**Run 1: cell area per tile**

Drawn at 4 px/um. 11 x 11 tiles, from dark purple (low) to yellow (high), 0 to 100% covered.
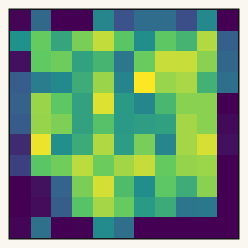
**Run 1: clock nets**

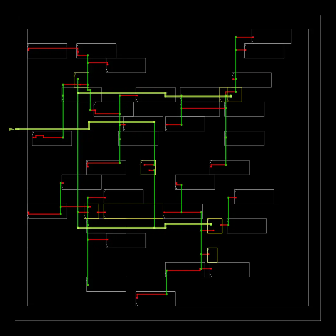
**Run 1: nets reached from selected ports**

Drawn at 6 px/um.
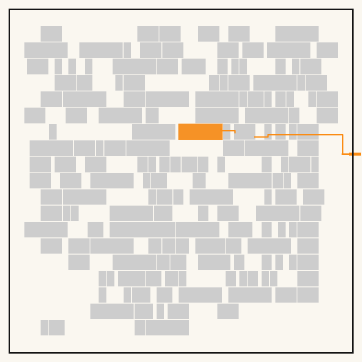
**Run 1: selected gate families**

Drawn at 8 px/um.
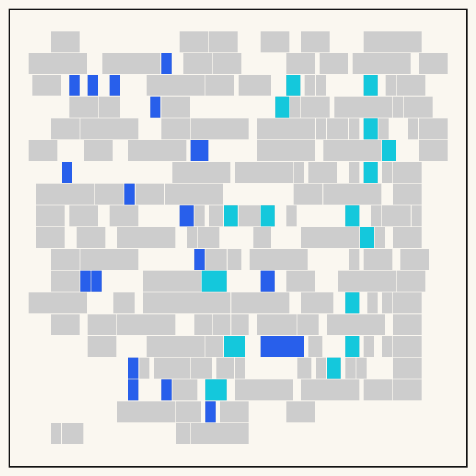
### config.mk
export PLATFORM = sky130hd
export DESIGN_NAME = spi_master_ctrl_flat
export DESIGN_NICKNAME = d
export VERILOG_FILES = /design/src/rtl/spi_master_ctrl_if.sv /design/src/rtl/spi_master_ctrl.sv /design/src/flat_wrapper.sv
export SDC_FILE = /design/constraint.sdc
export NUM_CORES = 1
export LEC_CHECK = 0
export CAP_MARGIN = 20
export CORE_MARGIN = 2
export CORE_UTILIZATION = 41
export DETAILED_ROUTE_END_ITERATION = 10
export GPL_TIMING_DRIVEN = 0
export PLACE_DENSITY = 0.75
export SETUP_SLACK_MARGIN = 0.05
export SLEW_MARGIN = 10
export SYNTH_ARGS = -nofsm -noshare
export SYNTH_HDL_FRONTEND = slang
export SYNTH_SLANG_ARGS = --single-unit
### constraint.sdc
create_clock -name clk -period 1.9 [get_ports clk]
set_input_delay 0.38 -clock clk [delete_from_list [all_inputs] [get_ports clk]]
set_output_delay 0.38 -clock clk [all_outputs]
set_load 0.005 [all_outputs]
### src/rtl/spi_master_ctrl_if.sv
// Request/response bus between the CPU-side register file and the SPI master sequencer.
interface spi_master_ctrl_if #(
    parameter int unsigned word_width = 8,
    parameter int unsigned SS_width   = 2
);
    logic                  req_valid;
    logic                  req_ready;
    logic [word_width-1:0] req_data;
    logic [SS_width-1:0]   req_ssv;
    logic                  req_se;
    logic                  rsp_valid;
    logic [word_width-1:0] rsp_data;
    logic                  busy;

    // Requester side (register file)
    modport master (
        output req_valid, req_data, req_ssv, req_se,
        input  req_ready, rsp_valid, rsp_data, busy
    );

    // Sequencer side
    modport slave (
        input  req_valid, req_data, req_ssv, req_se,
        output req_ready, rsp_valid, rsp_data, busy
    );
endinterface

### src/rtl/spi_master_ctrl.sv
// SPI master transaction sequencer: load word, shift N cycles, capture reply, optional idle gap.
module spi_master_ctrl #(
    parameter int unsigned word_width = 8,
    parameter int unsigned send_width = 1,
    parameter int unsigned SS_width   = 2,
    parameter int unsigned gap_cycles = 1
) (
    input  logic                  clk,
    input  logic                  rst,
    spi_master_ctrl_if.slave      host,
    output logic                  spi_SE,
    output logic                  spi_WE,
    output logic                  spi_SSE,
    output logic [SS_width-1:0]   spi_SSV,
    output logic [word_width-1:0] spi_D_IN,
    output logic                  spi_SS_IN,
    input  logic [word_width-1:0] spi_D_OUT
);
    localparam int unsigned N     = word_width / send_width;
    localparam int unsigned CNT_W = $clog2(N + 1);
    localparam int unsigned GAP_W = (gap_cycles > 0) ? $clog2(gap_cycles + 1) : 1;

    typedef enum logic [2:0] {
        IDLE    = 3'd0,
        LOAD    = 3'd1,
        SHIFT   = 3'd2,
        CAPTURE = 3'd3,
        GAP     = 3'd4
    } state_t;

    state_t           state;
    state_t           state_nxt;
    logic [CNT_W-1:0] shift_cnt;
    logic [GAP_W-1:0] gap_cnt;
    logic             handshake;

    assign handshake = (state == IDLE) && host.req_valid;

    // Always a master: the SPI block's slave-select input is tied off
    assign spi_SS_IN = 1'b0;

    // State register
    always_ff @(posedge clk) begin
        if (rst) begin
            state <= IDLE;
        end else begin
            state <= state_nxt;
        end
    end

    // Next-state logic
    always_comb begin
        state_nxt = state;
        case (state)
            IDLE: begin
                if (host.req_valid) begin
                    state_nxt = LOAD;
                end
            end
            LOAD: begin
                state_nxt = SHIFT;
            end
            SHIFT: begin
                if (shift_cnt == CNT_W'(N - 1)) begin
                    state_nxt = CAPTURE;
                end
            end
            CAPTURE: begin
                if (gap_cycles != 0) begin
                    state_nxt = GAP;
                end else begin
                    state_nxt = IDLE;
                end
            end
            GAP: begin
                if (gap_cnt == GAP_W'(gap_cycles - 1)) begin
                    state_nxt = IDLE;
                end
            end
            default: begin
                state_nxt = IDLE;
            end
        endcase
    end

    // Shift and gap counters; both restart from zero whenever their state is not active
    always_ff @(posedge clk) begin
        if (rst) begin
            shift_cnt <= '0;
            gap_cnt   <= '0;
        end else begin
            shift_cnt <= (state == SHIFT) ? shift_cnt + CNT_W'(1) : '0;
            gap_cnt   <= (state == GAP)   ? gap_cnt + GAP_W'(1)   : '0;
        end
    end

    // Registered controls and status, decoded from the upcoming state so they align with it
    always_ff @(posedge clk) begin
        if (rst) begin
            host.req_ready <= 1'b1;
            host.busy      <= 1'b0;
            spi_WE         <= 1'b0;
            spi_SSE        <= 1'b0;
        end else begin
            host.req_ready <= (state_nxt == IDLE);
            host.busy      <= (state_nxt != IDLE);
            spi_WE         <= (state_nxt == LOAD);
            spi_SSE        <= (state_nxt == SHIFT);
        end
    end

    // Request payload latched at the handshake and held until the next one
    always_ff @(posedge clk) begin
        if (rst) begin
            spi_D_IN <= '0;
            spi_SSV  <= '0;
            spi_SE   <= 1'b0;
        end else if (handshake) begin
            spi_D_IN <= host.req_data;
            spi_SSV  <= host.req_ssv;
            spi_SE   <= host.req_se;
        end
    end

    // Capture the received word one cycle after the last shift edge and strobe it out
    always_ff @(posedge clk) begin
        if (rst) begin
            host.rsp_valid <= 1'b0;
            host.rsp_data  <= '0;
        end else begin
            host.rsp_valid <= (state == CAPTURE);
            if (state == CAPTURE) begin
                host.rsp_data <= spi_D_OUT;
            end
        end
    end
endmodule

### src/flat_wrapper.sv
// flat-port wrapper written by rule: the top's interface ports become plain ports
module spi_master_ctrl_flat 
#(
    parameter int unsigned word_width = 8,
    parameter int unsigned send_width = 1,
    parameter int unsigned SS_width   = 2,
    parameter int unsigned gap_cycles = 1
)
  (clk, rst, spi_SE, spi_WE, spi_SSE, spi_SSV, spi_D_IN, spi_SS_IN, spi_D_OUT, host_req_valid, host_req_data, host_req_ssv, host_req_se, host_req_ready, host_rsp_valid, host_rsp_data, host_busy);
  spi_master_ctrl_if #(.word_width(word_width), .SS_width(SS_width)) host_i ();
  input  logic clk;
  input  logic rst;
  output logic spi_SE;
  output logic spi_WE;
  output logic spi_SSE;
  output logic [SS_width-1:0] spi_SSV;
  output logic [word_width-1:0] spi_D_IN;
  output logic spi_SS_IN;
  input  logic [word_width-1:0] spi_D_OUT;
  input wire logic [$bits(host_i.req_valid)-1:0] host_req_valid;
  input wire logic [$bits(host_i.req_data)-1:0] host_req_data;
  input wire logic [$bits(host_i.req_ssv)-1:0] host_req_ssv;
  input wire logic [$bits(host_i.req_se)-1:0] host_req_se;
  output wire logic [$bits(host_i.req_ready)-1:0] host_req_ready;
  output wire logic [$bits(host_i.rsp_valid)-1:0] host_rsp_valid;
  output wire logic [$bits(host_i.rsp_data)-1:0] host_rsp_data;
  output wire logic [$bits(host_i.busy)-1:0] host_busy;
  assign host_i.req_valid = host_req_valid;
  assign host_i.req_data = host_req_data;
  assign host_i.req_ssv = host_req_ssv;
  assign host_i.req_se = host_req_se;
  assign host_req_ready = host_i.req_ready;
  assign host_rsp_valid = host_i.rsp_valid;
  assign host_rsp_data = host_i.rsp_data;
  assign host_busy = host_i.busy;
  spi_master_ctrl #(.word_width(word_width), .send_width(send_width), .SS_width(SS_width), .gap_cycles(gap_cycles)) u_core (.clk(clk), .rst(rst), .host(host_i), .spi_SE(spi_SE), .spi_WE(spi_WE), .spi_SSE(spi_SSE), .spi_SSV(spi_SSV), .spi_D_IN(spi_D_IN), .spi_SS_IN(spi_SS_IN), .spi_D_OUT(spi_D_OUT));
endmodule
==> run summary, run 1 <==
Figures from the implementation reports.

- The switching power total is 304.8 uW.
- The global-route layer with the greatest usage is met2.
- The number of DRC violations after detailed-routing iteration 0 is 30.
- The fraction of final layout cells with drive strength greater than 1 reads 9.143%.
- Traced cell by cell, the critical path runs through clkdlybuf4s50_1.
- The detailed-route wire length on metal 1 is 999 um.
- STA puts the critical path data arrival time at 1.19 ns.
- The inverter tally of the final layout excluding the clock network is 1.
- The number of cell rows is 19.
- The number of vias per cell after detailed routing is 4.791.
- The fraction of the mapped netlist area in simple logic gates is 21.39%.
- The kind of end point of the critical path is a primary output.
- The worst-case clock buffer depth reads 2.
- The wire length of the first global-routing pass reads 3808 um.
- The number of cells in Yosys stat is 122.
- In the CTS report, the clock slew at the register clock pins of the worst setup and hold paths is listed as 0.10 ns.
- The hold violation count in the final report reads 0.
- The aoi/oai-family share of the synthesized area reads 8.360%.
- The number of primary I/O pins reads 47.
- The synthesis warning total is 0.
- In the synthesized netlist, the cells that appear most often are 32 x sky130_fd_sc_hd__dfxtp_1, 23 x sky130_fd_sc_hd__nand2_1, 14 x sky130_fd_sc_hd__nor2_1, 13 x sky130_fd_sc_hd__a21oi_1, 8 x sky130_fd_sc_hd__mux2i_1.
- The number of antenna diodes in the final layout is 0.
- The most common logic cells in the final layout are 45 x sky130_fd_sc_hd__clkdlybuf4s50_1, 32 x sky130_fd_sc_hd__dfxtp_1, 23 x sky130_fd_sc_hd__nand2_1.
- The largest registers in the layout are u_core.host.rsp_data x8, u_core.spi_D_IN x8, u_core.shift_cnt x4.
- The run finished with clean final reports.
- The half-perimeter wire length after placement is 1755 um.
- In the detailed route, the total length drawn on met2 is 1159 um.
- The initial core utilization reads 42.52%.
- The sink of the worst hold path reads u_core.gap_cnt.
- Per the power-grid run, VDD falls by no more than 0.7424 mV.
- The max capacitance violation total reads 0.
- The routability-driven placement congestion ratio is 0.7906.
- Per the post-synthesis stats, the area per cell is 9.446 um2.
- The inserted tap cell count reads 31.
- Setup repair after global routing left no endpoint under its margin.
- The TritonCTS clock tree reads built.
Back to the opening pictures, 'cell area per tile':
densest ninth of the die: middle
fullest tile: 100%
mean over tiles: 52%

Back to the opening pictures, 'clock nets':
number of buffers created by CTS: 5
worst clock skew on the final layout: 0.01239 ns
Clock buffer cells: 6
insertion delay at the late pin of the worst-skew pair: 0.33 ns

Back to the opening pictures, 'nets reached from selected ports':
| colour | port | direction | end cells | buffers | wire |
|---|---|---|---|---|---|
| orange | host_req_ready | output | 1 | 1 | 22.4 um |

Back to the opening pictures, 'selected gate families':
| colour | family | cells | most used |
|---|---|---|---|
| cyan | aoi and oai cells | 16 | a21oi_1 |
| blue | nor cells | 18 | nor2_1 |
multi-input combinational area share: 26.58%
non-filler instance count after layout: 206
most frequent standard cell in the layout excluding fill and tap cells: sky130_fd_sc_hd__clkdlybuf4s50_1

-- run 1: power by group through the flow --
stage | Combinational (uW) | Sequential, uW | Clock, uW
after floorplan | 74.1 | 735 | 0
after global placement | 182 | 732 | 0
after detailed placement | 186 | 734 | 0
after CTS | 187 | 718 | 512
after global routing | 201 | 721 | 544
final | 184 | 718 | 494
-- run 1: metrics by stage --
| stage | hold WS, ns | power (uW) | utilization (%) | instances |
|---|---|---|---|---|
| floorplan | 0.3980 | 808.8 | - | 122 |
| global placement | 0.4065 | 913.5 | 60.57 | 198 |
| detailed placement | 0.4147 | 919.3 | 60.57 | 198 |
| CTS | 0.4273 | 1416 | 63.39 | 206 |
| global route | 0.4364 | 1466 | 63.39 | 206 |
| finish | 0.4301 | 1397 | 63.39 | 206 |
**Run 1: sequential cells grouped by signal name**

Drawn at 6 px/um. Other sequential cells in the stronger grey, the rest of the logic in the fainter grey.
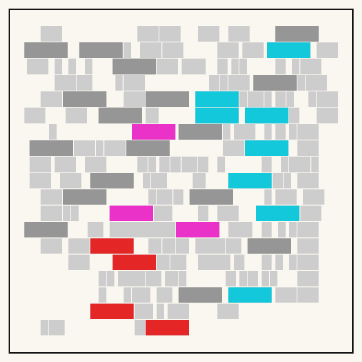

==> run 2: changes to the inputs <==
==> constraint.sdc (replaced) <==
create_clock -name clk -period 1.6 [get_ports clk]
set_input_delay 0.32 -clock clk [delete_from_list [all_inputs] [get_ports clk]]
set_output_delay 0.32 -clock clk [all_outputs]
set_load 0.005 [all_outputs]
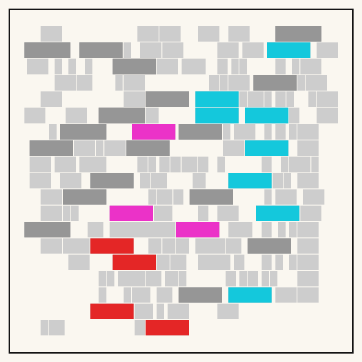
**Above:** run 2 (sequential cells grouped by signal name).
Drawn at 6 px/um. Other sequential cells in the stronger grey, the rest of the logic in the fainter grey.
| colour | signal | placed flops |
|---|---|---|
| red | u_core.shift_cnt | 4 |
| cyan | u_core.spi_D_IN | 8 |
| magenta | u_core.state | 3 |
not coloured: 17

==> run 2 against run 1 <==
Critical path depth stayed put. Count of clock-buffer cells in the layout stayed put. Largest cell class unchanged. Cell count unchanged. Highest routed layer is now met4. Synthesized cell count did not move. Global-route usage is the same. Setup slack worse by 0.23 ns. Total power up 19%.
==> run summary, run 2 <==
Figures from the implementation reports.

- The fraction of power spent switching nets reads 21.86%.
- The parity-gate share of the synthesized area counting xor and xnor cells reads 1.520%.
- Static timing analysis puts the maximum clock frequency at 663.7 MHz.
- The area added between synthesis and finish is 50.16%.
- The cell with the biggest individual delay on the critical path is sky130_fd_sc_hd__clkdlybuf4s50_1.
- The clock tree buffer count of the final layout is 6.
- The half-perimeter wire length after placement is 1755 um.
- After synthesis, the netlist uses 27 different library cells.
- The combinational cell power is 219 uW.
- Summing every instance area after synthesis gives 1152 um2.
- On the final layout, the worst hold slack is 0.4294 ns.
- The final antenna diode tally reported by the flow is 0.
- The inserted tap cell count reads 31.
- The clock-net power reads 588 uW.
- Across the routed clock network, the largest skew measured is 0.01094 ns.
- The number of antenna violations at the first check in global routing was 0.
- The highest metal layer used by the detailed router is met4.
- By count the netlist is led by 32 x sky130_fd_sc_hd__dfxtp_1, 23 x sky130_fd_sc_hd__nand2_1, 14 x sky130_fd_sc_hd__nor2_1, 13 x sky130_fd_sc_hd__a21oi_1, 8 x sky130_fd_sc_hd__mux2i_1.
- The clock group share of total power is 35.4%.
- The number of buffer cells added on primary ports is 45.
- The most frequent standard cell in the layout excluding fill and tap cells reads sky130_fd_sc_hd__clkdlybuf4s50_1.
- Global routing consumed, on the met3 layer, 8.390% of the routing resources.
- The initial core utilization is 42.52%.
- The clock passes through at most 2 buffers.
- The number of global-route vias before repair reads 924.
- The fraction of final layout cells with drive strength greater than 1 reads 12.57%.
- The switching power total is 362.8 uW.
- Endpoints failing hold in the final report were tallied at 0.
- The number of sequential cells reported for the layout is 32.
- Note that the worst hold path type here is flop to flop.
- The largest fanout on the critical path is 2.
- The TritonCTS clock tree is built.
- The cell count after synthesis came out at 122.
- In the synthesized netlist the async set-or-reset flop fraction comes to 0%.
- The number of DRC violations after detailed-routing iteration 0 is 24.
- The tool flagged a number of max-cap violations equal to 0.
- The aoi/oai-family share of the synthesized area reads 8.360%.
- The number of primary I/O pins reads 47.
- The number of levels in the clock H-tree is 2.
- On the worst path, the slowest cell contributes a delay of 0.51 ns.
- After detailed routing, the met2 layer carries 1149 um of wire.
- The cell total after placement is 198.
- The synthesis warning total reads 0.
- The period utilization is 94.16%.
- The number of cells in Yosys stat reads 122.
- The sequential-cell power consumption reads 853 uW.
- The most common logic cells in the final layout are 43 x sky130_fd_sc_hd__clkdlybuf4s50_1, 27 x sky130_fd_sc_hd__dfxtp_1, 23 x sky130_fd_sc_hd__nand2_1.
- met2 track demand over resource after global routing is 24.79%.
- The area fraction of the largest cell type after synthesis is 55.59%.
- The number of buffers created by CTS reads 5.
- The flop share of the area reads 37.38%.
- The buffer share of cell area reads 29.36%.
- The total power divided by cell area reads 959.3 nW/um2.
- The global-route layer with the greatest usage is met2.
- The fraction of the mapped netlist area in simple logic gates is 21.39%.
- The routability-driven placement congestion ratio reads 0.7906.
- The maximum vdd drop is 0.8806 mV.
- Of all power groups, the one with the highest power is sequential cells.
- The clock transition at the registers of the reported paths reads 0.10 ns.
- The number of cell rows reads 19.
- The detailed-route wire length on metal 1 is 985 um.
- The registers reported with the highest flop counts are u_core.host.rsp_data x8, u_core.spi_D_IN x8, u_core.shift_cnt x4.
- The dominant kind of combinational cell reads simple AND/OR/NAND/NOR gates.
- The run finished with clean final reports.
- The maximum number of pins on one net before global-route repair is 11.
- The number of vias per cell after detailed routing is 4.791.
- The post-synthesis sequential area ratio is 55.59%.
- The kind of end point of the critical path reads a primary output.
- The clock tree root buffer cell is sky130_fd_sc_hd__clkbuf_4.
- The average cell area after synthesis reads 9.446 um2.
- After layout, the inverter instance count without clock inverters stands at 1.
- Summing all multiplexer cells gives an area fraction of 6.949%.
- Per the synth stats, the flop cell with the highest instance count is sky130_fd_sc_hd__dfxtp_1.
- Setup repair after global routing left no endpoint under its margin.
- The wire length of the first global-routing pass reads 3808 um.
- For this run, the number of standard cells in the final layout without fillers is 206.
- The required time of the critical path reads 1.28 ns.
- Listed in order, past its start point the critical path passes clkdlybuf4s50_1.
- For the worst setup path, the data arrival time is 1.19 ns.
- The yosys-reported design area after synthesis is 1152 um2.
- The clock latency reported for the late side of the worst-skew pair is 0.34 ns.
- The fraction of area in multi-input gates reads 26.39%.
- The number of nets in the finished design reads 197.
[run 2: metrics by stage]
| step | util, % | power, uW | setup TNS [ns] | instance area (um2) |
|---|---|---|---|---|
| floorplan | - | 960.4 | 0 | 1152 |
| global placement | 60.57 | 1085 | -3.358 | 1642 |
| detailed placement | 60.57 | 1092 | -3.665 | 1642 |
| CTS | 63.39 | 1682 | 0 | 1718 |
| global route | 63.85 | 1743 | 0 | 1730 |
| finish | 63.85 | 1660 | 0 | 1730 |
[run 2: final timing paths]
path	from	end	slack (ns)	cells after the start
setup reg to reg	u_core.state[2]	u_core.spi_SE	0.19	5
hold / removal	u_core.gap_cnt	u_core.gap_cnt	0.43	1
setup / recovery	u_core.spi_D_IN[3]	spi_D_IN[3]	0.09	1
hold reg to reg	u_core.gap_cnt	u_core.gap_cnt	0.43	1
No activity file was given, so power comes from the tool's default toggle rates.
